$ cat src/rtl/snitch_pkg.sv
// Sv32 address, PTE and TLB types shared by the VM translation blocks.
// Pure type/constant package; no logic.
package snitch_pkg;
  localparam int unsigned PageShift = 12;
  localparam int unsigned VpnSize   = 10;
  localparam int unsigned Ppn1Size  = 12;

  typedef struct packed {
    logic [VpnSize-1:0]   vpn1;
    logic [VpnSize-1:0]   vpn0;
    logic [PageShift-1:0] offset;
  } va_t;

  typedef struct packed {
    logic [Ppn1Size-1:0] ppn1;
    logic [VpnSize-1:0]  ppn0;
  } pa_t;

  typedef struct packed {
    logic d;
    logic a;
    logic u;
    logic x;
    logic w;
    logic r;
  } pte_flags_t;

  typedef struct packed {
    pa_t        pa;
    pte_flags_t flags;
  } l0_pte_t;

  typedef struct packed {
    logic               valid;
    logic [VpnSize-1:0] vpn1;
    logic [VpnSize-1:0] vpn0;
    logic               is_4mega;
    l0_pte_t            pte;
  } tlb_entry_t;

  typedef enum logic [1:0] {Idle, Refill, Respond} tlb_state_e;
endpackage

$ cat src/rtl/snitch_vm_tlb_victim.sv
// Victim pick: lowest free slot, else round-robin pointer. Combinational index,
// pointer advances only when an install lands in a full array.
module snitch_vm_tlb_victim #(
  parameter int unsigned NrEntries = 4,
  localparam int unsigned IdxW = $clog2(NrEntries)
) (
  input  logic                 clk_i,
  input  logic                 rst_i,
  input  logic [NrEntries-1:0] valid_i,
  input  logic                 install_i,
  output logic [IdxW-1:0]      victim_o
);
  logic [IdxW-1:0] rr_q;
  logic [IdxW-1:0] free_idx;
  logic            all_valid;

  always_comb begin
    free_idx = '0;
    for (int i = int'(NrEntries) - 1; i >= 0; i--) begin
      if (!valid_i[i]) free_idx = IdxW'(i);
    end
  end

  assign all_valid = &valid_i;
  assign victim_o  = all_valid ? rr_q : free_idx;

  // NrEntries is a power of two, so the wrap is free.
  always_ff @(posedge clk_i) begin
    if (rst_i) begin
      rr_q <= '0;
    end else if (install_i && all_valid) begin
      rr_q <= rr_q + IdxW'(1);
    end
  end
endmodule

$ cat src/rtl/snitch_vm_tlb.sv
// Fully-associative TLB: 0-cycle hit, miss costs walk latency + 2 cycles.
// The core holds its request until lookup_ready_o; the PTW holds ours until ptw_ready_i.
module snitch_vm_tlb import snitch_pkg::*; #(
  parameter int unsigned NrEntries = 4,
  parameter int unsigned PPNSize   = $bits(pa_t)
) (
  input  logic               clk_i,
  input  logic               rst_i,
  input  logic               flush_i,
  input  logic               lookup_valid_i,
  output logic               lookup_ready_o,
  input  va_t                lookup_va_i,
  output logic [PPNSize-1:0] lookup_ppn_o,
  output logic [5:0]         lookup_flags_o,
  output logic               lookup_fault_o,
  output logic               ptw_valid_o,
  input  logic               ptw_ready_i,
  output va_t                ptw_va_o,
  input  l0_pte_t            ptw_pte_i,
  input  logic               ptw_is_4mega_i
);
  localparam int unsigned IdxW = $clog2(NrEntries);

  tlb_entry_t          entries_q [NrEntries];
  tlb_state_e          state_q;
  logic                flush_pending_q;
  logic [PPNSize-1:0]  resp_ppn_q;
  pte_flags_t          resp_flags_q;

  logic [NrEntries-1:0] hit_vec;
  logic [NrEntries-1:0] valid_vec;
  logic                 hit;
  logic [PPNSize-1:0]   hit_ppn;
  pte_flags_t           hit_flags;
  logic [PPNSize-1:0]   walk_ppn;
  logic                 install;
  logic [IdxW-1:0]      victim_idx;

  always_comb begin
    hit_vec   = '0;
    valid_vec = '0;
    hit_ppn   = '0;
    hit_flags = '0;
    for (int i = 0; i < int'(NrEntries); i++) begin
      valid_vec[i] = entries_q[i].valid;
      hit_vec[i]   = entries_q[i].valid && (entries_q[i].vpn1 == lookup_va_i.vpn1) &&
                     (entries_q[i].is_4mega || (entries_q[i].vpn0 == lookup_va_i.vpn0));
      if (hit_vec[i]) begin
        hit_ppn   = entries_q[i].is_4mega ? PPNSize'({entries_q[i].pte.pa.ppn1, lookup_va_i.vpn0})
                                          : PPNSize'(entries_q[i].pte.pa);
        hit_flags = entries_q[i].pte.flags;
      end
    end
  end

  assign hit      = |hit_vec;
  assign walk_ppn = ptw_is_4mega_i ? PPNSize'({ptw_pte_i.pa.ppn1, lookup_va_i.vpn0})
                                   : PPNSize'(ptw_pte_i.pa);
  // A flush seen at any point of the walk, including its last cycle, blocks the install.
  assign install  = (state_q == Refill) && ptw_ready_i && ptw_pte_i.flags.a &&
                    !flush_pending_q && !flush_i;

  snitch_vm_tlb_victim #(.NrEntries(NrEntries)) i_victim (
    .clk_i     (clk_i),
    .rst_i     (rst_i),
    .valid_i   (valid_vec),
    .install_i (install),
    .victim_o  (victim_idx)
  );

  assign ptw_valid_o = !rst_i && (state_q == Refill);
  assign ptw_va_o    = lookup_va_i;

  always_comb begin
    lookup_ready_o = 1'b0;
    lookup_ppn_o   = '0;
    lookup_flags_o = '0;
    lookup_fault_o = 1'b0;
    if (!rst_i) begin
      if (state_q == Respond) begin
        lookup_ready_o = 1'b1;
        lookup_ppn_o   = resp_ppn_q;
        lookup_flags_o = resp_flags_q;
        lookup_fault_o = !resp_flags_q.a;
      end else if (state_q == Idle && lookup_valid_i && hit && !flush_i) begin
        lookup_ready_o = 1'b1;
        lookup_ppn_o   = hit_ppn;
        lookup_flags_o = hit_flags;
      end
    end
  end

  always_ff @(posedge clk_i) begin
    if (rst_i) begin
      state_q         <= Idle;
      flush_pending_q <= 1'b0;
      resp_ppn_q      <= '0;
      resp_flags_q    <= '0;
      for (int i = 0; i < int'(NrEntries); i++) entries_q[i].valid <= 1'b0;
    end else begin
      case (state_q)
        Idle: if (lookup_valid_i && !hit && !flush_i) state_q <= Refill;
        Refill: begin
          if (flush_i) flush_pending_q <= 1'b1;
          if (ptw_ready_i) begin
            resp_ppn_q   <= walk_ppn;
            resp_flags_q <= ptw_pte_i.flags;
            state_q      <= Respond;
          end
        end
        Respond: begin
          flush_pending_q <= 1'b0;
          state_q         <= Idle;
        end
        default: state_q <= Idle;
      endcase
      if (install) begin
        entries_q[victim_idx] <= '{valid: 1'b1, vpn1: lookup_va_i.vpn1, vpn0: lookup_va_i.vpn0,
                                   is_4mega: ptw_is_4mega_i, pte: ptw_pte_i};
      end
      if (flush_i) begin
        for (int i = 0; i < int'(NrEntries); i++) entries_q[i].valid <= 1'b0;
      end
    end
  end

  logic req_pend_q;
  va_t  req_va_q;

  always_ff @(posedge clk_i) begin
    if (rst_i) begin
      req_pend_q <= 1'b0;
      req_va_q   <= '0;
    end else begin
      req_pend_q <= lookup_valid_i && !lookup_ready_o;
      req_va_q   <= lookup_va_i;
      if (lookup_valid_i) assert ($onehot0(hit_vec));
      if (req_pend_q) assert (lookup_valid_i && (lookup_va_i == req_va_q));
    end
  end
endmodule

$ cat config.mk
export PLATFORM = sky130hd
export DESIGN_NAME = snitch_vm_tlb
export DESIGN_NICKNAME = d
export VERILOG_FILES = /design/src/rtl/snitch_pkg.sv /design/src/rtl/snitch_vm_tlb_victim.sv /design/src/rtl/snitch_vm_tlb.sv
export SDC_FILE = /design/constraint.sdc
export NUM_CORES = 1
export LEC_CHECK = 0
export CAP_MARGIN = 20
export CORE_ASPECT_RATIO = 0.75
export CORE_MARGIN = 5
export CORE_UTILIZATION = 40
export CTS_CLUSTER_SIZE = 14
export DETAILED_ROUTE_END_ITERATION = 16
export MAX_ROUTING_LAYER = met4
export PLACE_DENSITY = 0.67
export SLEW_MARGIN = 15
export SYNTH_ARGS = -nofsm -noshare
export SYNTH_HDL_FRONTEND = slang
export SYNTH_HIERARCHICAL = 1
export SYNTH_SLANG_ARGS = --single-unit
$ cat constraint.sdc
create_clock -name clk_i -period 7.95 [get_ports clk_i]
set_clock_uncertainty 0.1 [all_clocks]
set_input_delay 1.1925 -clock clk_i [delete_from_list [all_inputs] [get_ports clk_i]]
set_output_delay 1.1925 -clock clk_i [all_outputs]
set_load 0.01 [all_outputs]
Figure 1. M1 wires (run 1).
Scale bar: 50 um. Supply wires on this layer in grey. Cells faint in the background.
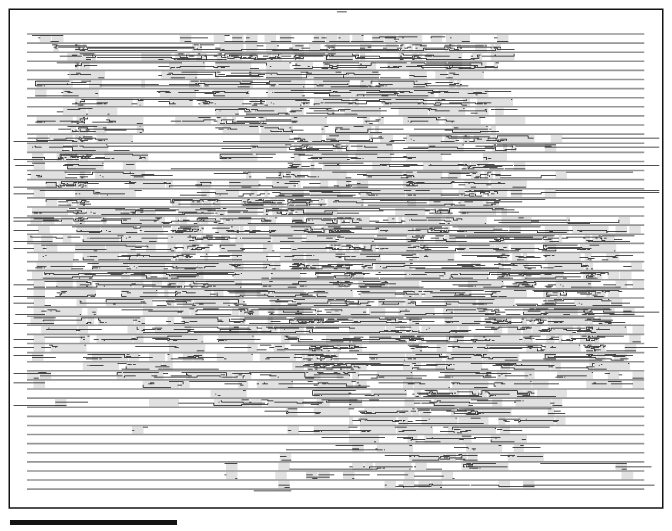
nets with wire on the layer: 843
share of all routed wire: 48%

Figure 2. Routing congestion (run 1).
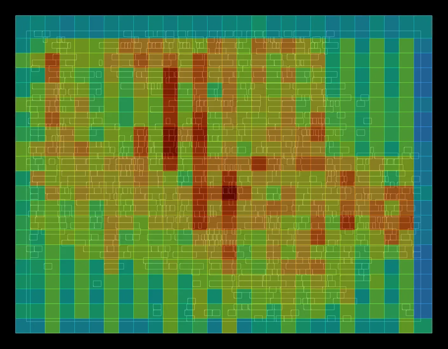
GRT Overall Usage: 17.3%
met1 Use GR: 25.7%
busiest layer in global routing: met1

==> GITHUB_STEP_SUMMARY, run 1 <==
### Metrics collected by this job

| Metric | Value |
|---|---|
| Syn. warnings | 6 |
| Yosys Instances | 771 |
| Outcome | completed |
| Final tally of setup violations | 0 |
| WS Path Type | input port to output pin |
| Clk_buf instances | 39 |
| Fin. max-slew vios | 0 |
| DR WL met2 | 10,900 um |
| Hold Path Origin | resp_flags_q[3] |
| # nets final | 903 |
| Count leader, synth | edfxtp_1 |
| Register area | around 0.0066 sq mm |
| DR pass1 iterations | 5 |
| Worst-path fanout max | 14 |
| Worst Hold Depth | 2 |
| Crit-path most repeated cell | clkdlybuf4s50_1 |
| Unrepaired setup endpoints after global routing | false |
| Multiplexer area fraction after synthesis | 5.03% |
| Most instantiated logic cell after routing | edfxtp_1 |
| Finished Cell Area | 0.0122 sq mm |
| Sink Count | 233 |
| Min setup slack post-route | 1.02 ns |
| Pwr dens | 207 mW/mm^2 |
| DP Area | between 0.01 and 0.015 sq mm |
| Hold endpoint | resp_flags_q[3] |
| Critical path's slowest cell | clkdlybuf4s50_1 |
| Worst r2r dst | entries_q[3][21] |
| Met3 WL | 1670 um |
| Clock buffer depth | 3 |
| Seq/Total Area, Yosys | 64.7% |
| Setup WS pre-CTS | 1.01 ns |
| Tmin final | 6.93 ns |
| Multi-In Gates | around 450 |
| PostCTS Resize Cnt | 0 |
| First-pass GRT wire length | around 38,000 um |
Figure 3. Port wiring (run 1).
Scale bar: 50 um.
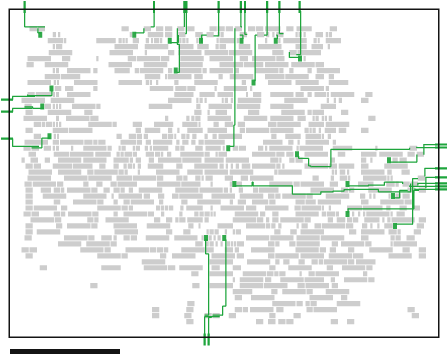
legend:
  green:
    port: `lookup_ppn_o`
    direction: output
    edge: 10 top, 7 right, 3 left, 2 bottom
    end_cells: 22
    buffers: 22
    wire: 797 um
PortBufs: 104
Top-Level Pins: 129

## run 1: power breakdown
| part | internal, mW | leakage, nW | switching (mW) |
|---|---|---|---|
| clock network | 0.624 | 0.366 | 0.444 |
| logic | 0.0552 | 1.48 | 0.0684 |
| registers | 1.33 | 2.06 | 0.00358 |
## run 1: kinds of logic after synthesis
logic type      count (synthesis)
buf+inv                        84
simple gates                  190
compound gates                136
mux                            48
flops                         233
xor+xnor                       80
## run 1: routing by layer
metal | GRT usage [%] | up-vias
li1 | - | 2976
met3 | 2.92 | 29
met4 | 3.63 | 0
met5 | - | -
met2 | 25.3 | 222
met1 | 25.7 | 3202
## run 1: sequential cells by signal (all words and copies together), names as in the netlist
name	cells
entries_q	200
state_q	2
resp_flags_q	6
resp_ppn_q	22
i_victim/rr_q	2
flush_pending_q	1
Figure 4. Wiring by layer (run 1).
Only two layers are drawn.
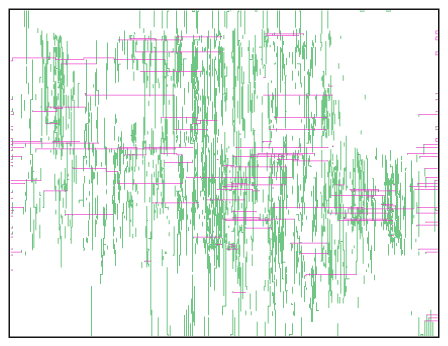

--- run 2 (diff from run 1) ---
Clock period 7.95 ns to 6.9 ns, I/O delays scaled along.
Figure 5. Wiring by layer (run 2).
Only two layers are drawn.
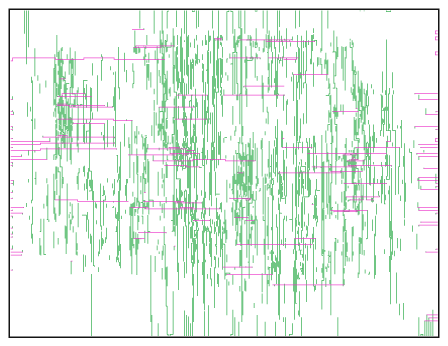
legend:
  magenta:
    layer: M3
    wire_length: 1,450 um
  green:
    layer: M2
    wire_length: 10,600 um
GRT Overall Usage: 17.1%
Total Wirelength: 24,500 um
via count: 6,400
routed len/inst: 20.4 um

==> run 2 against run 1 <==
  * Total power up 18%
  * Final cell count up 0.84%
  * Worst hold slack better by 0.0011 ns
  * Design area up 1.3%
  * Sequential share of layout area down 0.68 points
  * Non-clock buffer count up 9
  * Global-route usage down 0.24 points
  * Count of clock-buffer cells in the layout down 3
  * Via count down 0.45%
  * Critical path type unchanged
  * Highest routed layer unchanged
==> GITHUB_STEP_SUMMARY, run 2 <==
### Metrics collected by this job

| Metric | Value |
|---|---|
| Pint | 2.37 mW |
| Tmin final | ~6.2 ns |
| Top-Level Pins | 129 |
| Largest regs | entries_q: 200 flops, resp_ppn_q: 22 flops, resp_flags_q: 6 flops |
| Seq pwr share | roughly half |
| Hold Path Origin | resp_ppn_q[18] |
| Setup WS pre-CTS | 0.428 ns |
| Worst r2r dst | state_q[0] |
| Gate power share | slightly below 5% |
| Min setup slack post-route | 0.666 ns |
| Psw | 605 uW |
| Clock power share | between 40% and 50% |
| Met1 Use GR | about a quarter |
| Outcome | completed |
| Multi-In Gates | 454 |
| GR Util met3 | 2.85% |
| DR WL met2 | 10,600 um |
| PostCTS Resize Cnt | 0 |
| Most instantiated logic cell after routing | edfxtp_1 |
| Unrepaired setup endpoints after global routing | false |
| Multiplexer area fraction after synthesis | 5.03% |
| PortBufs | 104 |
| Syn. warnings | 6 |
| Fin. max-slew vios | 0 |
| Yosys Instances | ~770 |
## run 2: power groups by stage
stage / registers, mW / clock network, mW / logic (mW)
after floorplan: 1.56 / 0 / 0.0816
after global placement: 1.56 / 0 / 0.145
after detailed placement: 1.56 / 0 / 0.147
after CTS: 1.53 / 1.32 / 0.148
after global routing: 1.53 / 1.39 / 0.160
final: 1.53 / 1.29 / 0.147
## run 2: stage by stage
step / cells / hold WS, ns / instance area, sq um / utilization [%] / power, mW
finish: 1203 / 0.358 / 12300 / 49.1 / 2.97
global route: 1203 / 0.369 / 12300 / 49.1 / 3.08
CTS: 1201 / 0.355 / 12300 / 49.0 / 3.00
detailed placement: 1157 / 0.347 / 11500 / 45.8 / 1.71
global placement: 1157 / 0.341 / 11500 / 45.8 / 1.71
floorplan: 771 / 0.337 / 10200 / - / 1.65
Figure 6. Routing congestion (run 2).
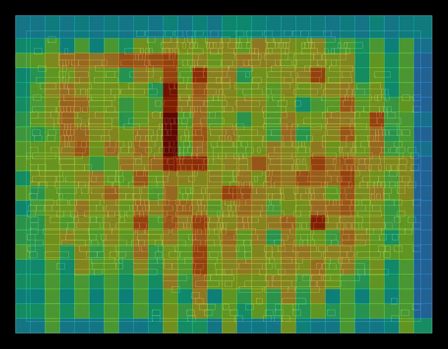

--- run 3 (diff from run 2) ---
Settings changed: CORE_UTILIZATION 40 to 52, MAX_ROUTING_LAYER met4 to unset, PLACE_DENSITY 0.67 to 0.76.
Figure 7. Routing congestion (run 3).
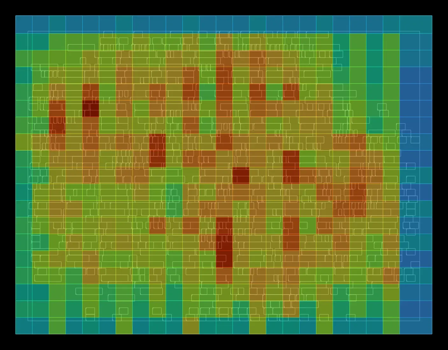
routed len/inst: 20.9 um
GRT Overall Usage: 20.3%
met2 Use GR: 29.2%
Layout Utilization: 62.2%

==> run 3 against run 2 <==
  * Sequential cell count did not move
  * Global-route usage up 3.2 points
  * Total power shrank 4.7%
  * Final cell count fell by 7.6%
  * Fmax down 1.3%
  * Critical path depth stayed put
==> GITHUB_STEP_SUMMARY, run 3 <==
### Metrics collected by this job

| Metric | Value |
|---|---|
| Top-Level Pins | 129 |
| Unrepaired setup endpoints after global routing | false |
| Multiplexer area fraction after synthesis | 5.03% |
| Worst Hold Depth | 2 |
| Yosys Instances | 771 |
| First-pass GRT wire length | 36,300 um |
| Placed cell count | 1,072 |
| Count leader, synth | edfxtp_1 |
| Crit path DAT | 5.18 ns |
| DR pass1 iterations | 5 |
| Post-Layout Cell Count | 1,111 |
| Total Wirelength | 23,200 um |
| Hold endpoint | resp_ppn_q[14] |
| Multi-In Gates | 454 |
| Worst r2r dst | state_q[0] |
| Via count | around 6,500 |
| # nets final | 909 |
| Hold_ws | between 0.3 and 0.4 ns |
| Seq/Total Area, Yosys | roughly 65% |
| Min setup slack post-route | between 0.5 and 0.6 ns |
| Largest regs | entries_q: 200 flops, resp_ppn_q: 22 flops, resp_flags_q: 6 flops |
| Largest register by flop count | entries_q |
| Hold Path Origin | resp_ppn_q[14] |
| Critical path's slowest cell | nor4_1 |
| WS Path Type | input port to output pin |
| Fin. max-slew vios | 0 |
| Register area | around 0.0066 sq mm |
| Syn. warnings | 6 |
| Clk_buf instances | 34 |
| Final tally of setup violations | 0 |
| Worst-path fanout max | 8 |
| Max FFs per register | 200 |
| Sink Count | 233 |
| DP Area | 0.0114 sq mm |
| Most instantiated logic cell after routing | edfxtp_1 |
| PostCTS Resize Cnt | 0 |
| Outcome | completed |
| Crit-path most repeated cell | clkdlybuf4s50_1 |
| Clock buffer depth | 3 |
| Simple-Gate Area Share | 9.12% |
-- run 3: cell families (layout without fill, tap and decap cells) --
logic type | Yosys count | in the layout
flops | 233 | 233
simple gates | 190 | 190
buf+inv | 84 | 171
compound gates | 136 | 136
mux | 48 | 48
xor+xnor | 80 | 80
-- run 3: power by group --
group	internal, mW	switching (mW)	total [mW]
clock network	0.671	0.488	1.16
registers	1.53	0.00427	1.53
logic	0.0662	0.0773	0.143
total	2.27	0.569	2.84
-- run 3: layer usage --
layer / wire length [um] / global-route usage [%] / share of wire (%) / up-vias
li1: - / - / - / 2985
met1: 10400 / 32.4 / 45 / 3140
met2: 10400 / 29.2 / 45 / 309
met3: 2020 / 3.27 / 8.7 / 40
met4: 420 / 4.50 / 1.8 / 0
met5: 0 / 0 / 0 / -
No activity file was given, so power comes from the tool's default toggle rates.
